==> config.mk <==
export PLATFORM = sky130hd
export DESIGN_NAME = encoder_8x3_seq
export DESIGN_NICKNAME = d
export VERILOG_FILES = /design/src/rtl/encoder_8x3_seq.sv
export SDC_FILE = /design/constraint.sdc
export NUM_CORES = 1
export LEC_CHECK = 0
export ABC_AREA = 1
export CAP_MARGIN = 30
export CORE_MARGIN = 2
export CORE_UTILIZATION = 35
export CTS_CLUSTER_DIAMETER = 100
export CTS_CLUSTER_SIZE = 14
export DETAILED_ROUTE_END_ITERATION = 10
export GPL_TIMING_DRIVEN = 1
export PLACE_DENSITY = 0.56
export SYNTH_ARGS = -nofsm -noshare
export SYNTH_HDL_FRONTEND = slang
export SYNTH_SLANG_ARGS = --single-unit
export TNS_END_PERCENT = 20
==> constraint.sdc <==
create_clock -name CLK -period 1.6 [get_ports CLK]
set_clock_uncertainty 0.05 [all_clocks]
set_input_delay 0.24 -clock CLK [delete_from_list [all_inputs] [get_ports CLK]]
set_output_delay 0.24 -clock CLK [all_outputs]
set_load 0.01 [all_outputs]
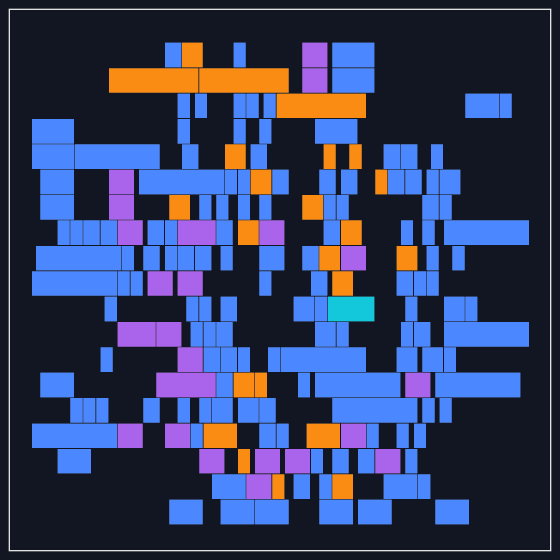
run_1/drive_strength.png
Purple shows drive 3 to 4, cells 23, share 12%, most used buf_4. Blue shows drive 1 or less, cells 139, share 75%, most used nand2_1. Orange shows drive 2, cells 23, share 12%, most used nand2_2. Cyan shows drive 6 and up, cells 1, share 0.54%, most used clkbuf_8.
Signal buffers: 35
final worst slack: 46.5 ps
Layout area overhead: 36.5%
final instance area: 0.00139 mm²

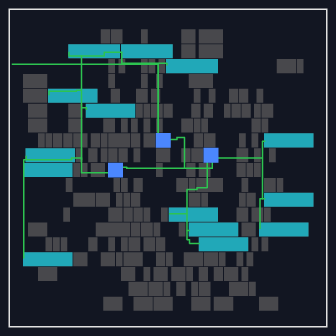
run_1/clock_map.png
Green shows clock wires, length 210 µm. Blue shows cells driving clock nets, count 3. Cyan shows flip-flops, count 14.
There are 4 routed clock nets.
Clk. pwr: 0.000260 W
clock share of power: 37.3%
Insertion Delay late pin: 290 ps

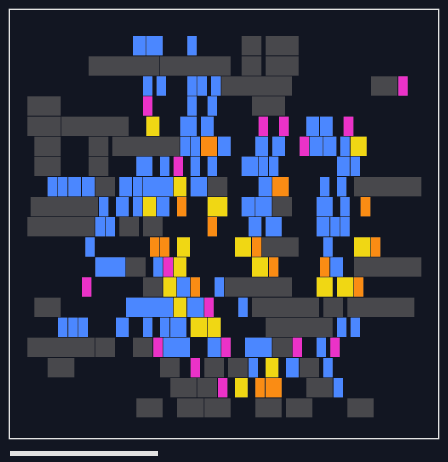
run_1/gate_families.png
Bar = 20 µm.
Blue shows NAND gates, cells 84, most used nand2_1. Magenta shows inverters, cells 16, most used inv_1. Orange shows NOR gates, cells 15, most used nor2_1. Yellow shows inverting AOI/OAI gates, cells 18.
logic share of the area: 41.6%
Finished Layout Cells: 217

==> flow_summary.toml, run 1 <==
# implementation run metrics
[routing]
wl_per_cell_um = 11.9
postRouteWirelength_um = 2580
postRouteAntennaNets = 0
first_pass_iters = 4
viasPerCell = 5.01
vias = 1088

[setup_path]
cp.depth = 1
required_ps = 1310
cp_max_fo = 5
startpoint_type = "flop"
crit_arrival_ps = 1260
reg2reg_slack_ps = 140
path_class = "flop to output pin"

[place]
port_buffers = 18
routabilityCongestion = 0.861

[die]
die_h_um = 57.9
coreArea_mm2 = 0.00276

[global_routing]
grt_overflow = 0
grt_pass1_wl_um = 4190

[synthesis]
numSynthFlops = 14
synthSimpleGateAreaFrac_pct = 46.8
mux_area_share_pct = 0
syn_area_per_cell_um2 = 6.73

[timing]
worst_pin_slew_ps = 563
tns_ps = 0
period_used_pct = 97.1
finalMaxSlewViolations = 0
finalSetupViolations = 0

[cts]
clock_path_buffers = 2
root_buffer = "clkbuf_4"
cts_tree = "built"
htree_levels = 1

[power]
powerDensity_mw_per_mm2 = 503
peakVddDrop_mv = 0.384

[layout]
diodes = 0

[run_status]
status = "completed"
## run 1: logic make-up (layout without fill, tap and decap cells)
family / Yosys count / after routing
AOI/OAI and AO/OA: 18 / 18
buffers and inverters: 20 / 55
and+or+nand+nor: 99 / 99
DFF: 14 / 14
## run 1: synthesized netlist by cell type
library cell	instances	area [µm²]
nand2_1	45	169
nand3_1	24	120
dfrtp_1	14	350
nor2_1	12	45.0
inv_1	10	37.5
nand2_2	9	56.3
a31oi_1	6	37.5
inv_2	6	22.5
o21ai_0	6	30.0
a21oi_1	3	15.0
nor2_2	3	18.8
buf_2	2	10.0
nand2_4	2	22.5
nand3_2	2	20.0
a22oi_1	1	7.51
buf_4	1	7.51
buf_6	1	11.3
nand3_4	1	17.5
nand4_1	1	6.26
o21ai_1	1	5.00
o22ai_1	1	6.26
## run 1: metrics by stage
| stage | hold slack [ps] | instance area [µm²] | instances |
|---|---|---|---|
| 2_1_floorplan | 79.2 | 1020 | 151 |
| 3_3_place_gp | 416 | 1300 | 209 |
| 3_5_place_dp | 419 | 1300 | 209 |
| 4_1_cts | 262 | 1340 | 213 |
| 5_1_grt | 299 | 1390 | 217 |
| 6_report | 246 | 1390 | 217 |
## run 1: worst reg2reg max path: cells and delay by family (launching register included)
kind	cells	cell delay (ps)
and+or+nand+nor	10	790
buffers and inverters	1	90
DFF	1	460
## run 1: final cells by class
| class | instances | area (µm²) |
|---|---|---|
| Multi-Input combinational cell | 117 | 577 |
| Sequential cell | 14 | 354 |
| Timing Repair Buffer | 35 | 320 |
| Tap cell | 31 | 38.8 |
| Inverter | 16 | 60.1 |
| Fill cell | 274 | 1370 |
| Clock buffer | 4 | 36.3 |
## run 1: where the power goes
| part | switching [W] | leakage [nW] | total (W) | internal [W] |
|---|---|---|---|---|
| registers | 0 | 0.185 | 0.000353 | 0.000353 |
| clock network | 0.000122 | 0.0210 | 0.000260 | 0.000139 |
| logic | 0.0000386 | 0.563 | 0.0000841 | 0.0000455 |
## run 1: timing repair
item	CTS	global route
pin swaps	0	0
gates resized	3	5
endpoints found under the setup margin	3	9
endpoints found under the hold margin	0	0
buffers inserted	0	4
## run 1: metal layers
metal  global-route usage [%]  wire length [µm]  vias up
met5                        0                 0        -
met4                     3.99                34        0
met3                     4.02                85        4
met2                     29.2              1370       17
met1                     18.5              1100      506
li1                         -                 -      561
==> run 2, diff against run 1 <==
--- a/config.mk
+++ b/config.mk
@@ -6,7 +6,6 @@
 export NUM_CORES = 1
 export LEC_CHECK = 0
 export ABC_AREA = 1
-export CAP_MARGIN = 30
 export CORE_MARGIN = 2
 export CORE_UTILIZATION = 35
 export CTS_CLUSTER_DIAMETER = 100
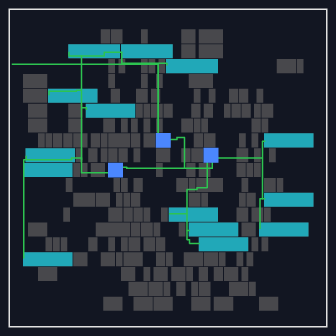
run_2/clock_map.png
Cyan shows flip-flops, count 14. Blue shows cells driving clock nets, count 3. Green shows clock wires, length 210 µm.
There are 4 routed clock nets.

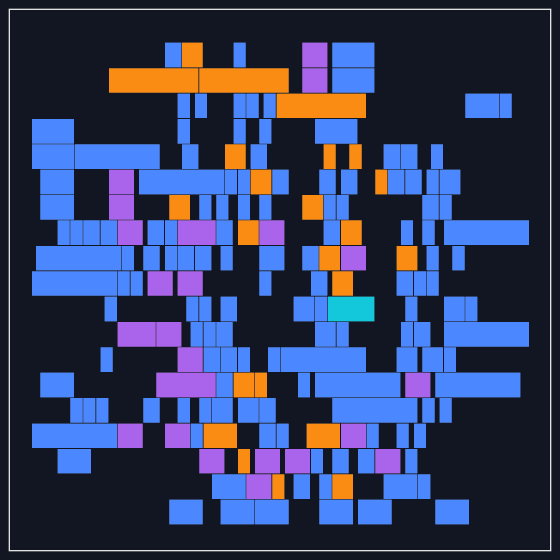
run_2/drive_strength.png

==> flow_summary.toml, run 2 <==
# implementation run metrics
[timing]
period_used_pct = 97.1
worst_pin_slew_ps = 563
finalSetupViolations = 0

[routing]
postRouteWirelength_um = 2580
postRouteAntennaNets = 0
viasPerCell = 5.01
first_pass_iters = 4

[power]
powerDensity_mw_per_mm2 = 503
peakVddDrop_mv = 0.384

[synthesis]
edf_count = 0
synthArstFlopShare_pct = 100
synth-main-ff-cell = "dfrtp_1"
syn_area_per_cell_um2 = 6.73

[cts]
cts_tree = "built"
root_buffer = "clkbuf_4"
clock_path_buffers = 2

[setup_path]
startpoint_type = "flop"
reg2reg_slack_ps = 140

[die]
coreArea_mm2 = 0.00276

[layout]
fillCellCount = 274

[place]
routabilityCongestion = 0.861

[run_status]
status = "completed"
==> run 2: cell families after synthesis <==
kind of cell           synth area share [%]
AND-OR/OR-AND                          9.98
buffers and inverters                  8.74
flip-flops                             34.5
AND/OR/NAND/NOR                        46.8
==> run 2: layout make-up <==
class                      count  share of cell area (%)
sequential                    14                    25.5
timing repair buffer          35                    23.1
multi-input combinational    117                    41.6
clock buffer                   4                    2.62
tap                           31                    2.80
inverter                      16                    4.33
==> run 2: report_power, final <==
| part | internal (W) | leakage (nW) | switching, W |
|---|---|---|---|
| Combinational | 0.0000455 | 0.563 | 0.0000386 |
| Clock | 0.000139 | 0.0210 | 0.000122 |
| Sequential | 0.000353 | 0.185 | 0 |
| Total | 0.000537 | 0.770 | 0.000160 |
==> run 2: layer usage <==
metal / global-route usage, % / share of wire (%) / vias to the layer above
met5: 0 / 0 / -
met4: 3.99 / 1.3 / 0
met3: 4.02 / 3.3 / 4
met2: 29.2 / 53 / 17
met1: 18.5 / 42 / 506
li1: - / - / 561
==> run 2: stage by stage <==
step	utilization (%)	power, W	area [µm²]	setup TNS (ps)
after floorplan	-	0.000386	1020	0
after global placement	47.3	0.000444	1300	-44.4
after detailed placement	47.3	0.000445	1300	-107
after CTS	48.7	0.000705	1340	0
after global routing	50.3	0.000729	1390	-18.6
final	50.3	0.000698	1390	0
==> run 2: repair_timing <==
| action | in CTS | in global routing |
|---|---|---|
| setup endpoints to repair | 3 | 9 |
| endpoints found under the hold margin | 0 | 0 |
| resized | 3 | 5 |
| pin swaps | 0 | 0 |
| buffers inserted | 0 | 4 |
| hold buffers | 0 | 0 |
Power and IR drop assume default switching activity.
